## src/rtl/mult_arb_pkg.sv

```systemverilog
// mult_arb_pkg: shared sizes, state encoding and helpers
// for the round-robin shared-multiplier arbiter.
package mult_arb_pkg;

   localparam int MULT_W      = 16;
   localparam int TIMEOUT_CYC = 63;

   typedef enum logic [2:0] {
      ST_IDLE,
      ST_START,
      ST_ARM,
      ST_RUN,
      ST_FIN
   } state_e;

   // Bits needed to count from 0 up to limit inclusive.
   function automatic int cnt_width(input int limit);
      return (limit < 2) ? 1 : $clog2(limit + 1);
   endfunction

endpackage

```

## src/rtl/mult_arb_rr_pick2.sv

```systemverilog
// rr_pick2: two-way round-robin winner selection.
// A lone requester wins; on a tie the side that did not go last wins.
module rr_pick2
   import mult_arb_pkg::*;
(
   input  logic [1:0] req_i,
   input  logic       last_i,
   output logic       any_o,
   output logic       win_o
);

   // Winner index from the request pair and the last-served side.
   always_comb begin
      any_o = |req_i;
      win_o = 1'b0;
      unique case (req_i)
         2'b01:   win_o = 1'b0;
         2'b10:   win_o = 1'b1;
         2'b11:   win_o = ~last_i;
         default: win_o = 1'b0;
      endcase
   end

endmodule

```

## src/rtl/mult_arb.sv

```systemverilog
// mult_arb: shares one multiplier between two requesters,
// sequencing launch / busy-rise / busy-fall and returning the product.
module mult_arb
   import mult_arb_pkg::*;
#(
   parameter int W       = MULT_W,
   parameter int TIMEOUT = TIMEOUT_CYC
) (
   input  logic         clk,
   input  logic         rst,
   input  logic         req0,
   input  logic         req1,
   input  logic [W-1:0] m0,
   input  logic [W-1:0] n0,
   input  logic [W-1:0] m1,
   input  logic [W-1:0] n1,
   output logic         gnt0,
   output logic         gnt1,
   output logic         done0,
   output logic         done1,
   output logic [W-1:0] prod0,
   output logic [W-1:0] prod1,
   output logic         mult_start,
   output logic [W-1:0] mult_m,
   output logic [W-1:0] mult_n,
   input  logic [W-1:0] mult_prod,
   input  logic         mult_busy,
   output logic         err
);

   localparam int            CW       = cnt_width(TIMEOUT);
   localparam logic [CW-1:0] CNT_LAST = CW'(TIMEOUT - 1);

   state_e          state_q;
   logic [1:0]      gnt_q;
   logic [1:0]      done_q;
   logic [W-1:0]    prod0_q;
   logic [W-1:0]    prod1_q;
   logic            start_q;
   logic [W-1:0]    m_q;
   logic [W-1:0]    n_q;
   logic            err_q;
   logic            last_q;
   logic [CW-1:0]   cnt_q;

   logic            any_d;
   logic            win_d;

   rr_pick2 u_pick (
      .req_i  ({req1, req0}),
      .last_i (last_q),
      .any_o  (any_d),
      .win_o  (win_d)
   );

   // Arbiter FSM; every output is a register updated here.
   always_ff @(posedge clk) begin
      if (rst) begin
         state_q <= ST_IDLE;
         gnt_q   <= 2'b00;
         done_q  <= 2'b00;
         prod0_q <= '0;
         prod1_q <= '0;
         start_q <= 1'b0;
         m_q     <= '0;
         n_q     <= '0;
         err_q   <= 1'b0;
         last_q  <= 1'b1;
         cnt_q   <= '0;
      end else begin
         start_q <= 1'b0;
         done_q  <= 2'b00;
         unique case (state_q)
            ST_IDLE: begin
               if (any_d && !mult_busy) begin
                  state_q <= ST_START;
                  last_q  <= win_d;
                  gnt_q   <= win_d ? 2'b10 : 2'b01;
                  m_q     <= win_d ? m1 : m0;
                  n_q     <= win_d ? n1 : n0;
                  start_q <= 1'b1;
               end
            end
            ST_START: begin
               cnt_q   <= '0;
               state_q <= ST_ARM;
            end
            ST_ARM: begin
               if (mult_busy) begin
                  state_q <= ST_RUN;
               end else if (cnt_q == CNT_LAST) begin
                  err_q   <= 1'b1;
                  state_q <= ST_FIN;
                  done_q  <= gnt_q;
                  if (last_q) prod1_q <= '0;
                  else        prod0_q <= '0;
               end else begin
                  cnt_q <= cnt_q + CW'(1);
               end
            end
            ST_RUN: begin
               if (!mult_busy) begin
                  state_q <= ST_FIN;
                  done_q  <= gnt_q;
                  if (last_q) prod1_q <= mult_prod;
                  else        prod0_q <= mult_prod;
               end
            end
            ST_FIN: begin
               gnt_q   <= 2'b00;
               state_q <= ST_IDLE;
            end
            default: state_q <= ST_IDLE;
         endcase
      end
   end

   assign gnt0       = gnt_q[0];
   assign gnt1       = gnt_q[1];
   assign done0      = done_q[0];
   assign done1      = done_q[1];
   assign prod0      = prod0_q;
   assign prod1      = prod1_q;
   assign mult_start = start_q;
   assign mult_m     = m_q;
   assign mult_n     = n_q;
   assign err        = err_q;

endmodule

```

## config.mk

```make
export PLATFORM = sky130hd
export DESIGN_NAME = mult_arb
export DESIGN_NICKNAME = d
export VERILOG_FILES = /design/src/rtl/mult_arb_pkg.sv /design/src/rtl/mult_arb_rr_pick2.sv /design/src/rtl/mult_arb.sv
export SDC_FILE = /design/constraint.sdc
export NUM_CORES = 1
export LEC_CHECK = 0
export CORE_MARGIN = 4
export CORE_UTILIZATION = 39
export CTS_CLUSTER_SIZE = 14
export DETAILED_ROUTE_END_ITERATION = 12
export PLACE_DENSITY = 0.77
export REMOVE_ABC_BUFFERS = 1
export SLEW_MARGIN = 20
export SYNTH_ARGS = -nofsm -noshare
export SYNTH_HDL_FRONTEND = slang
export SYNTH_SLANG_ARGS = --single-unit
export TNS_END_PERCENT = 1
```

## constraint.sdc

```tcl
create_clock -name clk -period 2.91 [get_ports clk]
set_input_delay 0.4365 -clock clk [delete_from_list [all_inputs] [get_ports clk]]
set_output_delay 0.4365 -clock clk [all_outputs]
set_load 0.03 [all_outputs]
```

Fig. 1: metal 3
Cells faint in the background.
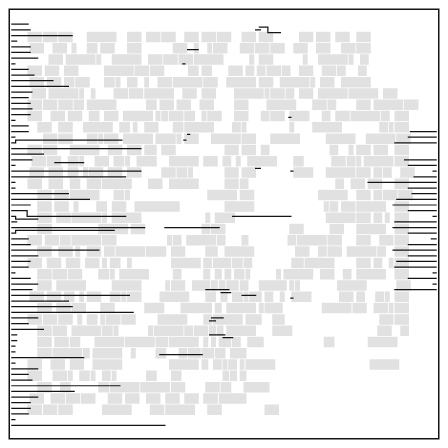
nets with wire on the layer = 113
wire length on this layer = 928 um
share of all routed wire = 10%
main direction = horizontal

Fig. 2: clock routing
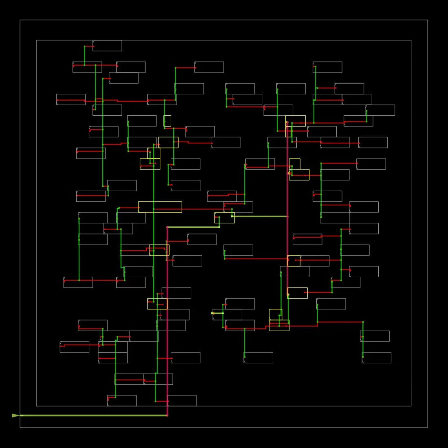
CTS Buf Count: 9
Clk. pwr: 0.000807 W
flop count: 80
Layout clock buffers: 10

==> impl_metrics.json <==
{
  "outcome": "finished, final reports clean",
  "core-area_mm2": 0.00876,
  "drtAntennaViolNets": 0,
  "relSlewSlack_pct": 55.6,
  "cpPeakStageDelay_ps": 470,
  "grt_pass1_wl_um": 14500,
  "powerDensity_mw_per_mm2": 478,
  "gp_congestion": 0.793,
  "hold_path.class": "flip-flop to flip-flop",
  "mux_area_share_pct": 19.0,
  "crit_type": "input port to flip-flop",
  "syn-cell-area_mm2": 0.00352,
  "syn_to_final_growth_pct": 50.3,
  "pwr-share-seq_pct": 47.0,
  "powerComb_w": 0.000534,
  "cp_max_fo": 68,
  "hold_buffers": 0,
  "synth_adder_area_share_pct": 0.710,
  "grt_overflow": 0,
  "flop_cell": "dfxtp_1",
  "fmax_mhz": 540,
  "seq_power_w": 0.00119,
  "fp_util_pct": 40.2,
  "final_common_cell": "clkdlybuf4s50_1",
  "post_cts_buffers": 0,
  "clockBufferDepth": 2,
  "period_used_pct": 63.6,
  "async_flop_share_pct": 0,
  "final_util_pct": 60.4,
  "path_clk_slew_ps": 80,
  "hpwl_um": 6940,
  "grt_pass1_vias": 3079,
  "final_cell_mix": "153 x clkdlybuf4s50_1, 80 x dfxtp_1, 67 x mux2i_1",
  "ys_ff": 80,
  "port_buffers": 154,
  "edf_count": 0,
  "tightest_slew_ps": 667,
  "design_area_mm2": 0.00530,
  "finClkSkew_ps": 6.28,
  "ctsRootBufferMaster": "clkbuf_8",
  "cts_tree": "yes",
  "vias_per_cell": 5.09,
  "cp_num_buf_inv": 2
}
Fig. 3: routed metal per tile
Bar = 20 um. 21 x 21 tiles, from white (low) to dark blue (high), scaled to the fullest tile. Values are wire area over tile area, all layers added.
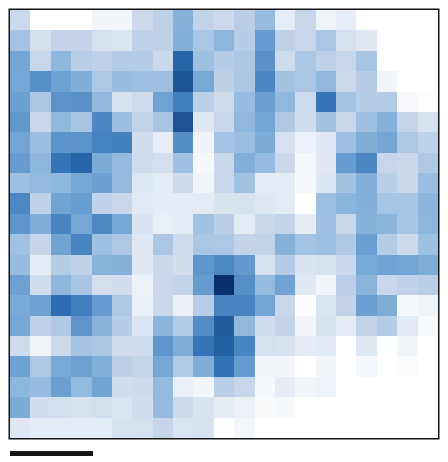
fullest tile = 0.48
nearly empty tiles = 10%
mean over tiles = 0.14

Fig. 4: clock network drawn from the DEF
Bar = 20 um.
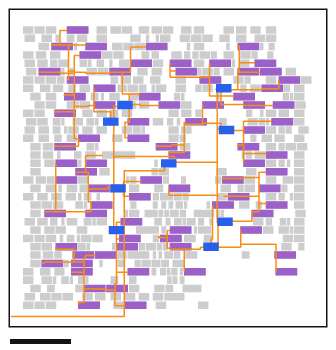
clock wires -> orange  # length 971 um
flip-flops -> purple  # count 80
cells driving clock nets -> blue  # count 9
flops lie = widely spread
routed clock nets = 10

## metrics by stage
stage                     TNS (ps)  power, W  worst slack [ps]
final                            0   0.00253              1060
after CTS                        0   0.00256              1050
after global placement           0   0.00175               766
after floorplan             -16270   0.00148              -482
after global routing             0   0.00266               963
after detailed placement         0   0.00175               698
## path summary, 6_finish.rpt
check | from | to | slack (ps) | depth (start not counted)
setup / recovery | mult_busy | last_q$_SDFFE_PP1P_ | 1060 | 6
hold / removal | err$_SDFFE_PP0P_ | err$_SDFFE_PP0P_ | 480 | 2
setup reg to reg | state_q[1]$_SDFFE_PP0P_ | prod0[15]$_SDFFE_PP0P_ | 1170 | 4
hold reg to reg | err$_SDFFE_PP0P_ | err$_SDFFE_PP0P_ | 480 | 2
## Yosys cell counts (2+ instances only)
cell type,count,area [um^2]
dfxtp_1,80,1600
mux2i_1,67,671
nor2_1,39,146
nand2b_1,37,231
a211oi_1,33,248
nand2_1,21,78.8
buf_2,12,60.1
clkbuf_1,10,37.5
a21oi_1,4,20.0
nand3_1,4,20.0
nor4_1,4,25.0
inv_1,3,11.3
nor2b_1,3,18.8
nor3_1,3,15.0
a211o_1,2,17.5
buf_4,2,15.0
buf_6,2,22.5
ha_1,2,25.0
nor3b_1,2,15.0
o21ai_0,2,10.0
## routing by layer
metal / vias to the layer above / share of wire [%]
met5: - / 0
met4: 0 / 1.8
met3: 12 / 10
met2: 129 / 49
met1: 1428 / 40
li1: 1536 / -
## layout make-up
cell class,count,area (um^2),area share [%]
Clock inverter,6,68.8,1.30
Inverter,3,11.3,0.213
Clock buffer,10,128,2.41
Multi-Input combinational cell,246,1780,33.6
Sequential cell,80,1600,30.2
Timing Repair Buffer,157,1570,29.7
Tap cell,108,135,2.55
Power and IR drop assume default switching activity.
